### config.mk
export PLATFORM = sky130hd
export DESIGN_NAME = stn_cap_buf
export DESIGN_NICKNAME = d
export VERILOG_FILES = /design/src/rtl/stn_cap_buf.sv
export SDC_FILE = /design/constraint.sdc
export NUM_CORES = 1
export LEC_CHECK = 0
export CAP_MARGIN = 15
export CORE_ASPECT_RATIO = 0.5
export CORE_UTILIZATION = 50
export CTS_BUF_LIST = sky130_fd_sc_hd__clkbuf_8
export DETAILED_ROUTE_END_ITERATION = 6
export HOLD_SLACK_MARGIN = 0.1
export PLACE_DENSITY = 0.81
export SETUP_SLACK_MARGIN = 0.05
export SKIP_CTS_REPAIR_TIMING = 1
export SYNTH_ARGS = -nofsm -noshare
export SYNTH_HDL_FRONTEND = slang
export SYNTH_SLANG_ARGS = --single-unit
### constraint.sdc
create_clock -name clk -period 2.6 [get_ports clk]
set_input_delay 0.26 -clock clk [delete_from_list [all_inputs] [get_ports clk]]
set_output_delay 0.26 -clock clk [all_outputs]
set_load 0.01 [all_outputs]
### src/rtl/stn_cap_buf.sv
// -----------------------------------------------------------------------------
// stn_cap_buf
//   Captures a 4-bit STN LCD pixel stream into a single-port frame RAM.
//   Incoming STN strobes are asynchronous to clk and are synchronised first.
//   Nibble pairs are assembled into bytes and written sequentially, with a
//   wrap after 13'h17BF. A TFT timing generator reads the same RAM and always
//   wins arbitration. A byte that completes while the previous byte is still
//   blocked by reads is dropped.
//
// Ports
//   clk           system clock, rising edge
//   rst_x         asynchronous active-low reset
//   stn_fpframe   STN frame pulse (async, high active)
//   stn_fpline    STN line pulse (async, high active)
//   stn_fpshift   STN shift clock, data valid on its falling edge (async)
//   stn_fd[3:0]   STN pixel nibble
//   fifo_rdreq    display read request
//   fifo_rdack    read grant, same cycle as the request
//   fifo_raddr    display read byte address
//   fifo_rdata    display read data (RAM data, one clk after the grant)
//   ram_addr      frame RAM address
//   ram_we        frame RAM write enable
//   ram_wdata     frame RAM write data
//   ram_rdata     frame RAM read data, one clk after the address
//   cap_drop_cnt  saturating count of dropped bytes (STN_CAP_DROP_CNT_EN only)
//
// Build option
//   STN_CAP_DROP_CNT_EN : adds cap_drop_cnt. Dropping bytes happens either way.
// -----------------------------------------------------------------------------
module stn_cap_buf (
  input  logic        clk,
  input  logic        rst_x,
  input  logic        stn_fpframe,
  input  logic        stn_fpline,
  input  logic        stn_fpshift,
  input  logic [3:0]  stn_fd,
  input  logic        fifo_rdreq,
  output logic        fifo_rdack,
  input  logic [12:0] fifo_raddr,
  output logic [7:0]  fifo_rdata,
  output logic [12:0] ram_addr,
  output logic        ram_we,
  output logic [7:0]  ram_wdata,
  input  logic [7:0]  ram_rdata
`ifdef STN_CAP_DROP_CNT_EN
  ,
  output logic [7:0]  cap_drop_cnt
`endif
);

  localparam logic [12:0] LAST_ADDR = 13'h17BF;

  // Control strobes packed as {fpframe, fpline, fpshift}.
  logic [2:0]  r_ctl_s1;
  logic [2:0]  r_ctl_s2;
  logic [2:0]  r_ctl_h;
  logic [3:0]  r_fd_s1;
  logic [3:0]  r_fd_s2;
  logic [1:0]  r_arm;

  logic        r_nib_sel;
  logic [3:0]  r_nib_hi;
  logic        r_wr_pend;
  logic [7:0]  r_wr_data;
  logic [12:0] r_wr_addr;
  logic        r_addr_clr;

  logic        w_hist_vld;
  logic        w_shift_fall;
  logic        w_line_rise;
  logic        w_frame_rst;
  logic        w_byte_done;
  logic        w_retire;
  logic        w_accept;
  logic [12:0] w_next_addr;

  // Two-flop synchronisers plus one history stage per STN input.
  always_ff @(posedge clk or negedge rst_x) begin
    if (!rst_x) begin
      r_ctl_s1 <= 3'b000;
      r_ctl_s2 <= 3'b000;
      r_ctl_h  <= 3'b000;
      r_fd_s1  <= 4'h0;
      r_fd_s2  <= 4'h0;
    end else begin
      r_ctl_s1 <= {stn_fpframe, stn_fpline, stn_fpshift};
      r_ctl_s2 <= r_ctl_s1;
      r_ctl_h  <= r_ctl_s2;
      r_fd_s1  <= stn_fd;
      r_fd_s2  <= r_fd_s1;
    end
  end

  // Arming counter: edges are only trusted once the history stage holds a
  // sample taken after reset, so reset zeros never look like an edge.
  always_ff @(posedge clk or negedge rst_x) begin
    if (!rst_x) begin
      r_arm <= 2'd0;
    end else if (r_arm != 2'd3) begin
      r_arm <= r_arm + 2'd1;
    end
  end

  assign w_hist_vld   = (r_arm == 2'd3);
  assign w_shift_fall = w_hist_vld & ~r_ctl_s2[0] &  r_ctl_h[0];
  assign w_line_rise  = w_hist_vld &  r_ctl_s2[1] & ~r_ctl_h[1];
  // Frame level must be seen on two consecutive samples to count as high.
  assign w_frame_rst  = w_line_rise & r_ctl_s2[2] & r_ctl_h[2];

  // A line edge wins over a coincident shift edge: the half byte is lost.
  assign w_byte_done  = w_shift_fall & r_nib_sel & ~w_line_rise;
  assign w_retire     = r_wr_pend & ~fifo_rdreq;
  assign w_accept     = w_byte_done & (~r_wr_pend | w_retire);
  assign w_next_addr  = (r_wr_addr == LAST_ADDR) ? 13'h0000 : (r_wr_addr + 13'd1);

  // Nibble assembly: first nibble is the high half, the second completes the byte.
  always_ff @(posedge clk or negedge rst_x) begin
    if (!rst_x) begin
      r_nib_sel <= 1'b0;
      r_nib_hi  <= 4'h0;
    end else if (w_line_rise) begin
      r_nib_sel <= 1'b0;
    end else if (w_shift_fall) begin
      r_nib_sel <= ~r_nib_sel;
      if (!r_nib_sel) begin
        r_nib_hi <= r_fd_s2;
      end
    end
  end

  // Pending write holder; a byte completing while the holder is blocked is lost.
  always_ff @(posedge clk or negedge rst_x) begin
    if (!rst_x) begin
      r_wr_pend <= 1'b0;
      r_wr_data <= 8'h00;
    end else if (w_accept) begin
      r_wr_pend <= 1'b1;
      r_wr_data <= {r_nib_hi, r_fd_s2};
    end else if (w_retire) begin
      r_wr_pend <= 1'b0;
    end
  end

  // Write address. A frame reset seen while a byte is still pending is
  // remembered in r_addr_clr so that byte keeps its old address and the
  // address restarts at 0 only once it has been written.
  always_ff @(posedge clk or negedge rst_x) begin
    if (!rst_x) begin
      r_wr_addr  <= 13'h0000;
      r_addr_clr <= 1'b0;
    end else if (w_retire) begin
      r_wr_addr  <= (w_frame_rst | r_addr_clr) ? 13'h0000 : w_next_addr;
      r_addr_clr <= 1'b0;
    end else if (w_frame_rst) begin
      if (r_wr_pend) begin
        r_addr_clr <= 1'b1;
      end else begin
        r_wr_addr <= 13'h0000;
      end
    end
  end

`ifdef STN_CAP_DROP_CNT_EN
  logic w_drop;
  assign w_drop = w_byte_done & r_wr_pend & ~w_retire;

  // Saturating drop counter, cleared by each frame reset.
  always_ff @(posedge clk or negedge rst_x) begin
    if (!rst_x) begin
      cap_drop_cnt <= 8'h00;
    end else if (w_frame_rst) begin
      cap_drop_cnt <= 8'h00;
    end else if (w_drop && (cap_drop_cnt != 8'hFF)) begin
      cap_drop_cnt <= cap_drop_cnt + 8'd1;
    end
  end
`endif

  // RAM port arbitration: reads always win; writes use idle cycles only.
  assign fifo_rdack = fifo_rdreq;
  assign fifo_rdata = ram_rdata;
  assign ram_we     = w_retire;
  assign ram_addr   = w_retire ? r_wr_addr : fifo_raddr;
  assign ram_wdata  = r_wr_data;

endmodule
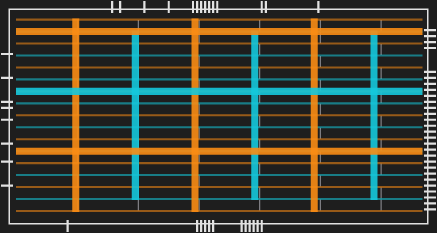
**Above:** run 1 (power grid).
Pins as bars on the die edge. Tap cells in gray.
| color | net |
|---|---|
| cyan | VDD |
| orange | VSS |
met1 rails: 17
met4 straps: 6
met5 straps: 3
die y size: 48.4 um
largest voltage drop on the vdd net: 0.530 mV
floorplan die width: 94.9 um

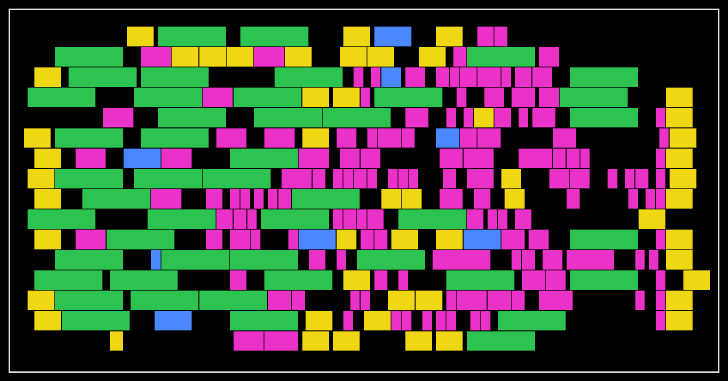
**Above:** run 1 (cell classes on the final placement).
| color | class | cells | share of their area |
|---|---|---|---|
| blue | clock drivers and dummy loads | 8 | 3.4% |
| yellow | other buffers and delay cells | 51 | 19% |
| green | flops | 47 | 45% |
| magenta | combinational and other logic | 140 | 33% |
sequential portion of the cell area: 43.5%
final core occ: 67.2%
Final Cell Area: 2700 um^2
total number of placement rows: 16
core outline area: 4020 um^2

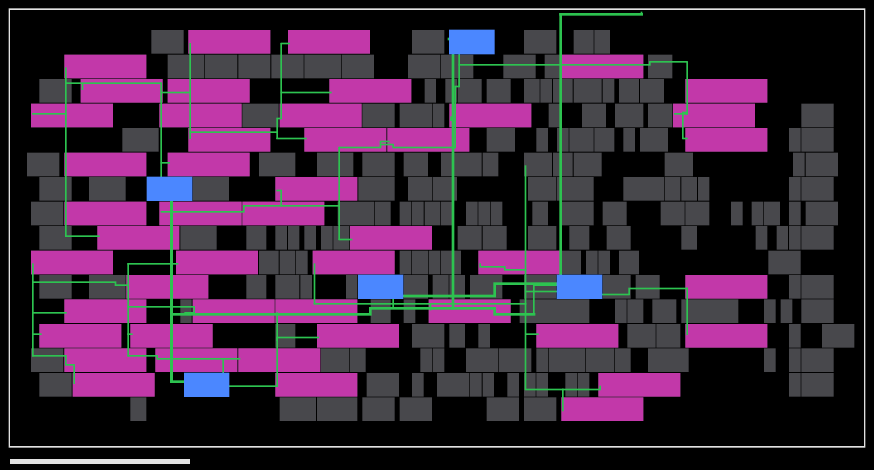
**Above:** run 1 (clock wires, drivers and flops).
Scale bar: 20 um.
[magenta] flip-flops | count: 47
[blue] clock drivers | count: 5
[green] clock wires | length: 557 um
flops lie: all over the die
routed clock nets: 6
clock insertion delay at the later pin of the skew report: 0.31 ns
reported clock group power: 0.443 mW
Layout Skew: 0.00716 ns
share of power burned in the clock network: 25.8%

==> out/qor.log, run 1 <==
[run] max-capacitance violation count 0
[timing] maximum frequency from static timing analysis 467 MHz
[logic_synthesis] async set-or-reset flop fraction in the synthesized netlist 100%
[power_and_ir_drop] Combinational Power 0.379 mW
[global_route] most crowded layer after global routing met2
[setup_path] worst-path cell chain clkdlybuf4s50_1 -> nand2b_1 -> inv_2 -> buf_4 -> nand2_1 -> nand2_1 -> clkdlybuf4s50_1
[power_and_ir_drop] switching part of the total power 26.8%
[global_route] met3 Usage GRT 5.35%
[layout] share of final layout cell area taken by non-clock buffers 18.1%
[logic_synthesis] cell accounting for the most synthesized area sky130_fd_sc_hd__dfrtp_1
[layout] final-stage net count 278
[logic_synthesis] area fraction in mux cells 7.31%
[logic_synthesis] most popular library cell in the synthesized design by count sky130_fd_sc_hd__dfrtp_1
[setup_path] cells on worst reg2reg path 6
[placement] post-detail-place hpwl 3000 um
[setup_path] endpoint of the lowest-slack register-to-register path r_wr_addr[12]
[logic_synthesis] number of nets at floorplan 235
[route] via count 1639
[route] top routing layer used met4
[setup_path] highest-delay cell along the critical path sky130_fd_sc_hd__clkdlybuf4s50_1
[logic_synthesis] number of enable flip-flop cells 0
[layout] number of signal-net buffers in the layout 51
[clock_tree] maximum buffer depth of the clock tree 2
[clock_tree] clk root buf sky130_fd_sc_hd__clkbuf_8
[layout] Area-dominant class registers
[power_and_ir_drop] power share of the combinational group 22.1%
[layout] clock distribution area overhead in the final layout 3.29%
[route] Initial DRT Pass Iterations 4
[layout] most numerous logic cell after layout sky130_fd_sc_hd__dfrtp_1
[setup_path] Crit Path Category input port to output port
[layout] FF/Latch Area 1180 um^2
[timing] remaining max-slew budget at the tightest pin 34.0%
[global_route] number of antenna violations at the first check in global routing 0
[logic_synthesis] fraction of the mapped netlist area in compound gates 9.40%
[clock_tree] number of clock buffers inserted by TritonCTS 5
[timing] number of pins with negative max-slew slack in the final report 0
[route] average vias per placed instance 5.46
[logic_synthesis] list of most frequent post-synthesis cells sky130_fd_sc_hd__dfrtp_1 (47), sky130_fd_sc_hd__nand2_1 (45), sky130_fd_sc_hd__mux2_2 (14)
[floorplanning] Well-Tap Cells 54
[logic_synthesis] Max-area cell share 54.6%
[placement] routability cong. 0.781
[power_and_ir_drop] Pint 1.26 mW
[power_and_ir_drop] Seq group 0.894 mW
[logic_synthesis] synthesis warning total 0
[power_and_ir_drop] largest power group registers
[setup_path] startpoint type of the worst setup path input port
[setup_path] slack of the worst reg-to-reg path 0.53 ns
[route] number of design-rule violations left by the first detailed-router iteration 72
[logic_synthesis] cell area after technology mapping 2160 um^2
[logic_synthesis] post-synthesis share of cell area spent on full adders, half adders and majority gates 1.16%
[logic_synthesis] synthesized instance count 202
[route] Final Routed Wirelength 4210 um
[placement] Buffers on Ports 45
[layout] flip-flops 47
[setup_path] critical register-to-register path startpoint r_arm[0]
[layout] antenna diode instance count 0
[power_and_ir_drop] switching pwr 0.460 mW
[setup_path] kind of end point of the critical path output port
[floorplanning] I/O pin cnt 62
[status] result of the run completed
[clock_tree] clock tree from TritonCTS done
[global_route] via count of the first global-routing pass 1641
[layout] synthesis-to-layout area growth 25.4%
[layout] Top cells excl fill/tap sky130_fd_sc_hd__dfrtp_1 (47), sky130_fd_sc_hd__nand2_1 (45), sky130_fd_sc_hd__clkdlybuf4s50_1 (44), sky130_fd_sc_hd__mux2_2 (14), sky130_fd_sc_hd__nor2_1 (8)
[logic_synthesis] post-synthesis cell type count 43
[route] detailed-routed wire length on met3 195 um
[global_route] leftover overflow at the end of global routing 0
[setup_path] worst stage delay on the critical path 0.54 ns
[layout] Multi-Input Combinational 135
[floorplanning] area of the die 4590 um^2
[setup_path] maximum fanout along the worst path 10
[timing] minimum clock period 2.14 ns
[global_route] met1 track utilization from global routing 25.9%
[setup_path] cell family with the largest share of critical-path delay buffers and inverters
[logic_synthesis] syn_area_per_cell 10.7 um^2
[layout] number of inverters outside the clock class in the layout 5
[power_and_ir_drop] Leakage Power 1.18 nW
## run 1: worst max path at each step
stage,start,end,slack [ns],depth (start not counted)
2_1_floorplan,r_wr_addr[0],r_wr_addr[12],0.80,5
3_3_place_gp,fifo_rdreq,ram_addr[11],0.50,6
3_5_place_dp,fifo_rdreq,ram_addr[0],0.46,7
4_1_cts,fifo_rdreq,ram_addr[0],0.45,7
5_1_grt,fifo_rdreq,ram_addr[1],0.36,7
6_report,fifo_rdreq,ram_addr[0],0.46,7
## run 1: through the flow
step	hold slack, ns	std cells	area, um^2	setup slack [ns]	power, mW
final	0.117	300	2700	0.460	1.72
after global routing	0.204	300	2700	0.357	1.81
after CTS	0.147	300	2700	0.453	1.73
after detailed placement	0.336	292	2610	0.462	1.29
after global placement	0.332	292	2610	0.504	1.27
after floorplan	-0.0356	202	2160	0.803	1.08
--- run 2 (diff from run 1) ---
--- a/config.mk
+++ b/config.mk
@@ -7,11 +7,11 @@
 export LEC_CHECK = 0
 export CAP_MARGIN = 15
 export CORE_ASPECT_RATIO = 0.5
-export CORE_UTILIZATION = 50
+export CORE_UTILIZATION = 44
 export CTS_BUF_LIST = sky130_fd_sc_hd__clkbuf_8
 export DETAILED_ROUTE_END_ITERATION = 6
 export HOLD_SLACK_MARGIN = 0.1
-export PLACE_DENSITY = 0.81
+export PLACE_DENSITY = 0.76
 export SETUP_SLACK_MARGIN = 0.05
 export SKIP_CTS_REPAIR_TIMING = 1
 export SYNTH_ARGS = -nofsm -noshare
==> constraint.sdc (replaced) <==
create_clock -name clk -period 1.7 [get_ports clk]
set_input_delay 0.17 -clock clk [delete_from_list [all_inputs] [get_ports clk]]
set_output_delay 0.17 -clock clk [all_outputs]
set_load 0.01 [all_outputs]
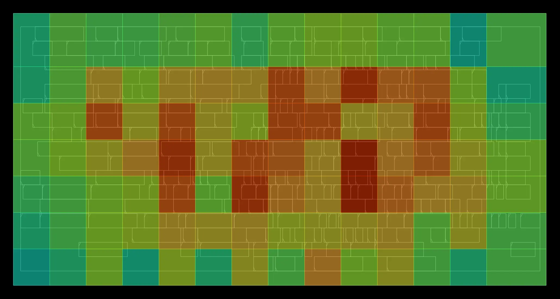
**Above:** run 2 (track usage over the die).
most crowded layer after global routing: met2
final core occ: 73.5%
met3 Usage GRT: 4.57%

==> run 2 against run 1 <==
Wire length up 23%. Synthesized cell count stayed put. Clock-buffer cell count did not move. Power increased by 62%. Critical endpoint is now r_wr_addr[12]. The run now ends with setup timing left. Flip-flop count stayed put. Setup slack lost 0.55 ns. Non-clock buffer count grew 41. First-iteration DRC count unchanged.
==> out/qor.log, run 2 <==
[status] result of the run finished, violations left [was completed]
[status] violations in the final reports setup timing
[placement] post-place setup slack -0.217 ns [was 0.462 ns]
[floorplanning] total number of placement rows 17 [was 16]
[route] via count 1845 [was 1639]
[floorplanning] I/O pin cnt 62 [unchanged]
[clock_tree] clk root buf sky130_fd_sc_hd__clkbuf_8 [unchanged]
[timing] final worst hold slack 0.297 ns [was 0.117 ns]
[power_and_ir_drop] Combinational Power 0.716 mW [was 0.379 mW]
[global_route] fraction of met2 tracks used by global routing 35.5% [was 35.0%]
[min_path] WHS Path Cells 1
[route] residual antenna-violating net count after detailed routing 0 [unchanged]
[placement] Buffers on Ports 45 [unchanged]
[run] max-capacitance violation count 0 [unchanged]
[setup_path] depth of the critical timing path with buffers and inverters included 5 [was 7]
[power_and_ir_drop] largest voltage drop on the vdd net 0.621 mV [was 0.530 mV]
[placement] post-detail-place hpwl 3410 um [was 3000 um]
[timing] number of pins with negative max-slew slack in the final report 0 [unchanged]
[logic_synthesis] Max-area cell share 54.6% [unchanged]
[setup_path] crit path DRT 1.89 ns [was 2.34 ns]
[layout] antenna diode instance count 0 [unchanged]
[layout] Top cells excl fill/tap sky130_fd_sc_hd__dfrtp_1 (47), sky130_fd_sc_hd__nand2_1 (44), sky130_fd_sc_hd__buf_4 (34), sky130_fd_sc_hd__clkdlybuf4s50_1 (30), sky130_fd_sc_hd__dlymetal6s2s_1 (14) [was sky130_fd_sc_hd__dfrtp_1 (47), sky130_fd_sc_hd__nand2_1 (45), sky130_fd_sc_hd__clkdlybuf4s50_1 (44), sky130_fd_sc_hd__mux2_2 (14), sky130_fd_sc_hd__nor2_1 (8)]
[route] Final Routed Wirelength 5190 um [was 4210 um]
[logic_synthesis] number of enable flip-flop cells 0 [unchanged]
[power_and_ir_drop] Seq group 1.37 mW [was 0.894 mW]
[setup_path] Crit Path Category flip-flop to flip-flop [was input port to output port]
[logic_synthesis] total cell area reported by yosys after synthesis 2160 um^2 [unchanged]
[placement] placed cells 333 [was 292]
[setup_path] slack of the worst reg-to-reg path -0.09 ns [was 0.53 ns]
[layout] Final Cell Area 3350 um^2 [was 2700 um^2]
[timing] Slew @ Worst Pin 0.396 ns [was 0.991 ns]
[setup_path] highest-delay cell along the critical path sky130_fd_sc_hd__or4_4 [was sky130_fd_sc_hd__clkdlybuf4s50_1]
[global_route] leftover overflow at the end of global routing 0 [unchanged]
[setup_path] endpoint of the lowest-slack register-to-register path r_wr_addr[12] [unchanged]
[power_and_ir_drop] Leakage Power 1.59 nW [was 1.18 nW]
[logic_synthesis] cell area after technology mapping 2160 um^2 [unchanged]
[layout] most numerous logic cell after layout sky130_fd_sc_hd__dfrtp_1 [unchanged]
[timing] Layout Skew 0.00328 ns [was 0.00716 ns]
[power_and_ir_drop] share of power burned in the clock network 25.1% [was 25.8%]
[setup_path] critical register-to-register path startpoint r_wr_addr[1] [was r_arm[0]]
[global_route] met1 track utilization from global routing 24.0% [was 25.9%]
[power_and_ir_drop] switching part of the total power 27.5% [was 26.8%]
[power_and_ir_drop] power share of the combinational group 25.7% [was 22.1%]
[placement] routability cong. 0.809 [was 0.781]
[timing] remaining max-slew budget at the tightest pin 73.5% [was 34.0%]
[setup_path] Worst Setup EP r_wr_addr[12] [was ram_addr[0]]
[floorplanning] floorplan die width 101 um [was 94.9 um]
[power_and_ir_drop] reported clock group power 0.699 mW [was 0.443 mW]
[floorplanning] area of the die 5200 um^2 [was 4590 um^2]
[timing] maximum frequency from static timing analysis 558 MHz
[route] Initial DRT Pass Iterations 4 [unchanged]
[route] detailed-routed wire length on met3 328 um [was 195 um]
[route] met2 wire length 2620 um [was 2030 um]
[setup_path] maximum fanout along the worst path 4 [was 10]
[logic_synthesis] synthesis warning total 0 [unchanged]
[logic_synthesis] syn_area_per_cell 10.7 um^2 [unchanged]
[logic_synthesis] post-synthesis cell type count 43 [unchanged]
[placement] standard cell area after detailed placement 2940 um^2 [was 2610 um^2]
[global_route] number of antenna violations at the first check in global routing 0 [unchanged]
[setup_path] worst-path cell chain ha_4 -> nand3_4 -> or4_4 -> and2_4 -> a221o_1 [was clkdlybuf4s50_1 -> nand2b_1 -> inv_2 -> buf_4 -> nand2_1 -> nand2_1 -> clkdlybuf4s50_1]
[clock_tree] number of clock buffers inserted by TritonCTS 5 [unchanged]
[clock_tree] clock sink total 47 [unchanged]
[logic_synthesis] cells taking the most area after synthesis sky130_fd_sc_hd__dfrtp_1 (55%), sky130_fd_sc_hd__nand2_1 (7.8%), sky130_fd_sc_hd__mux2_2 (7.3%) [unchanged]
[floorplanning] die y size 51.5 um [was 48.4 um]
[route] average vias per placed instance 5.23 [was 5.46]
[logic_synthesis] async set-or-reset flop fraction in the synthesized netlist 100% [unchanged]
[power_and_ir_drop] Pint 2.02 mW [was 1.26 mW]
[floorplanning] core outline area 4550 um^2 [was 4020 um^2]
[power_and_ir_drop] Final Total Pwr 2.78 mW [was 1.72 mW]
[setup_path] Critical path origin r_wr_addr[1] [was fifo_rdreq]
[timing] minimum clock period 1.79 ns
[timing] setup ws final -0.0928 ns [was 0.460 ns]
[logic_synthesis] list of most frequent post-synthesis cells sky130_fd_sc_hd__dfrtp_1 (47), sky130_fd_sc_hd__nand2_1 (45), sky130_fd_sc_hd__mux2_2 (14) [unchanged]
[layout] final-stage net count 319 [was 278]
[layout] synthesis-to-layout area growth 55.3% [was 25.4%]
[power_and_ir_drop] largest power group registers [unchanged]
[logic_synthesis] most popular library cell in the synthesized design by count sky130_fd_sc_hd__dfrtp_1 [unchanged]
[logic_synthesis] cell accounting for the most synthesized area sky130_fd_sc_hd__dfrtp_1 [unchanged]
[logic_synthesis] number of nets at floorplan 235 [unchanged]
[route] number of design-rule violations left by the first detailed-router iteration 72 [unchanged]
[clock_tree] clock insertion delay at the later pin of the skew report 0.30 ns [was 0.31 ns]
[global_route] via count of the first global-routing pass 1699 [was 1641]
[setup_path] worst stage delay on the critical path 0.54 ns [about the same]
[logic_synthesis] synthesized instance count 202 [unchanged]
[setup_path] startpoint type of the worst setup path flip-flop [was input port]
[clock_tree] maximum buffer depth of the clock tree 2 [unchanged]
[setup_path] cells on worst reg2reg path 5 [was 6]
[route] top routing layer used met4 [unchanged]
[layout] Finished Layout Cells 353 [was 300]
[setup_path] cell family with the largest share of critical-path delay simple AND/OR/NAND/NOR gates [was buffers and inverters]
[min_path] hold path startpoint stn_fd[0]
[power_and_ir_drop] switching pwr 0.767 mW [was 0.460 mW]
[timing] setup-violating endpoint count in the final report 13 [was 0]
[setup_path] kind of end point of the critical path flip-flop [was output port]
[clock_tree] clock tree from TritonCTS done [unchanged]
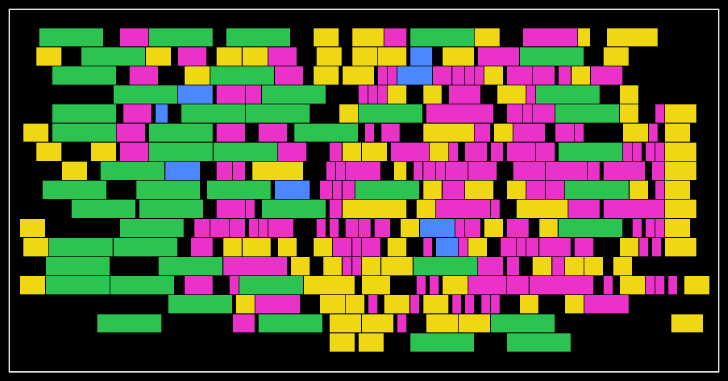
**Above:** run 2 (cell classes on the final placement).
| color | class | cells | share of their area |
|---|---|---|---|
| yellow | other buffers and delay cells | 92 | 29% |
| green | flops | 47 | 36% |
| magenta | combinational and other logic | 140 | 33% |
| blue | clock drivers and dummy loads | 8 | 2.8% |

==> run 2: area by class of cell <==
class | instances | area (um^2) | share of cell area (%)
clock inverters | 3 | 22.5 | 0.673
clock buffers | 5 | 68.8 | 2.06
well taps | 66 | 82.6 | 2.47
flip-flops and latches | 47 | 1180 | 35.1
inverters | 5 | 18.8 | 0.561
multi-input cells | 135 | 1050 | 31.3
repair buffers | 92 | 932 | 27.9
==> run 2: cell families after synthesis <==
group / share of synthesized area [%]
flip-flops: 54.6
AND-OR/OR-AND: 9.40
multiplexers: 7.31
buffers and inverters: 5.51
XOR/XNOR: 0.406
AND/OR/NAND/NOR: 21.6
adder cells (fa/ha/maj): 1.16
No activity file was given, so power comes from the tool's default toggle rates.
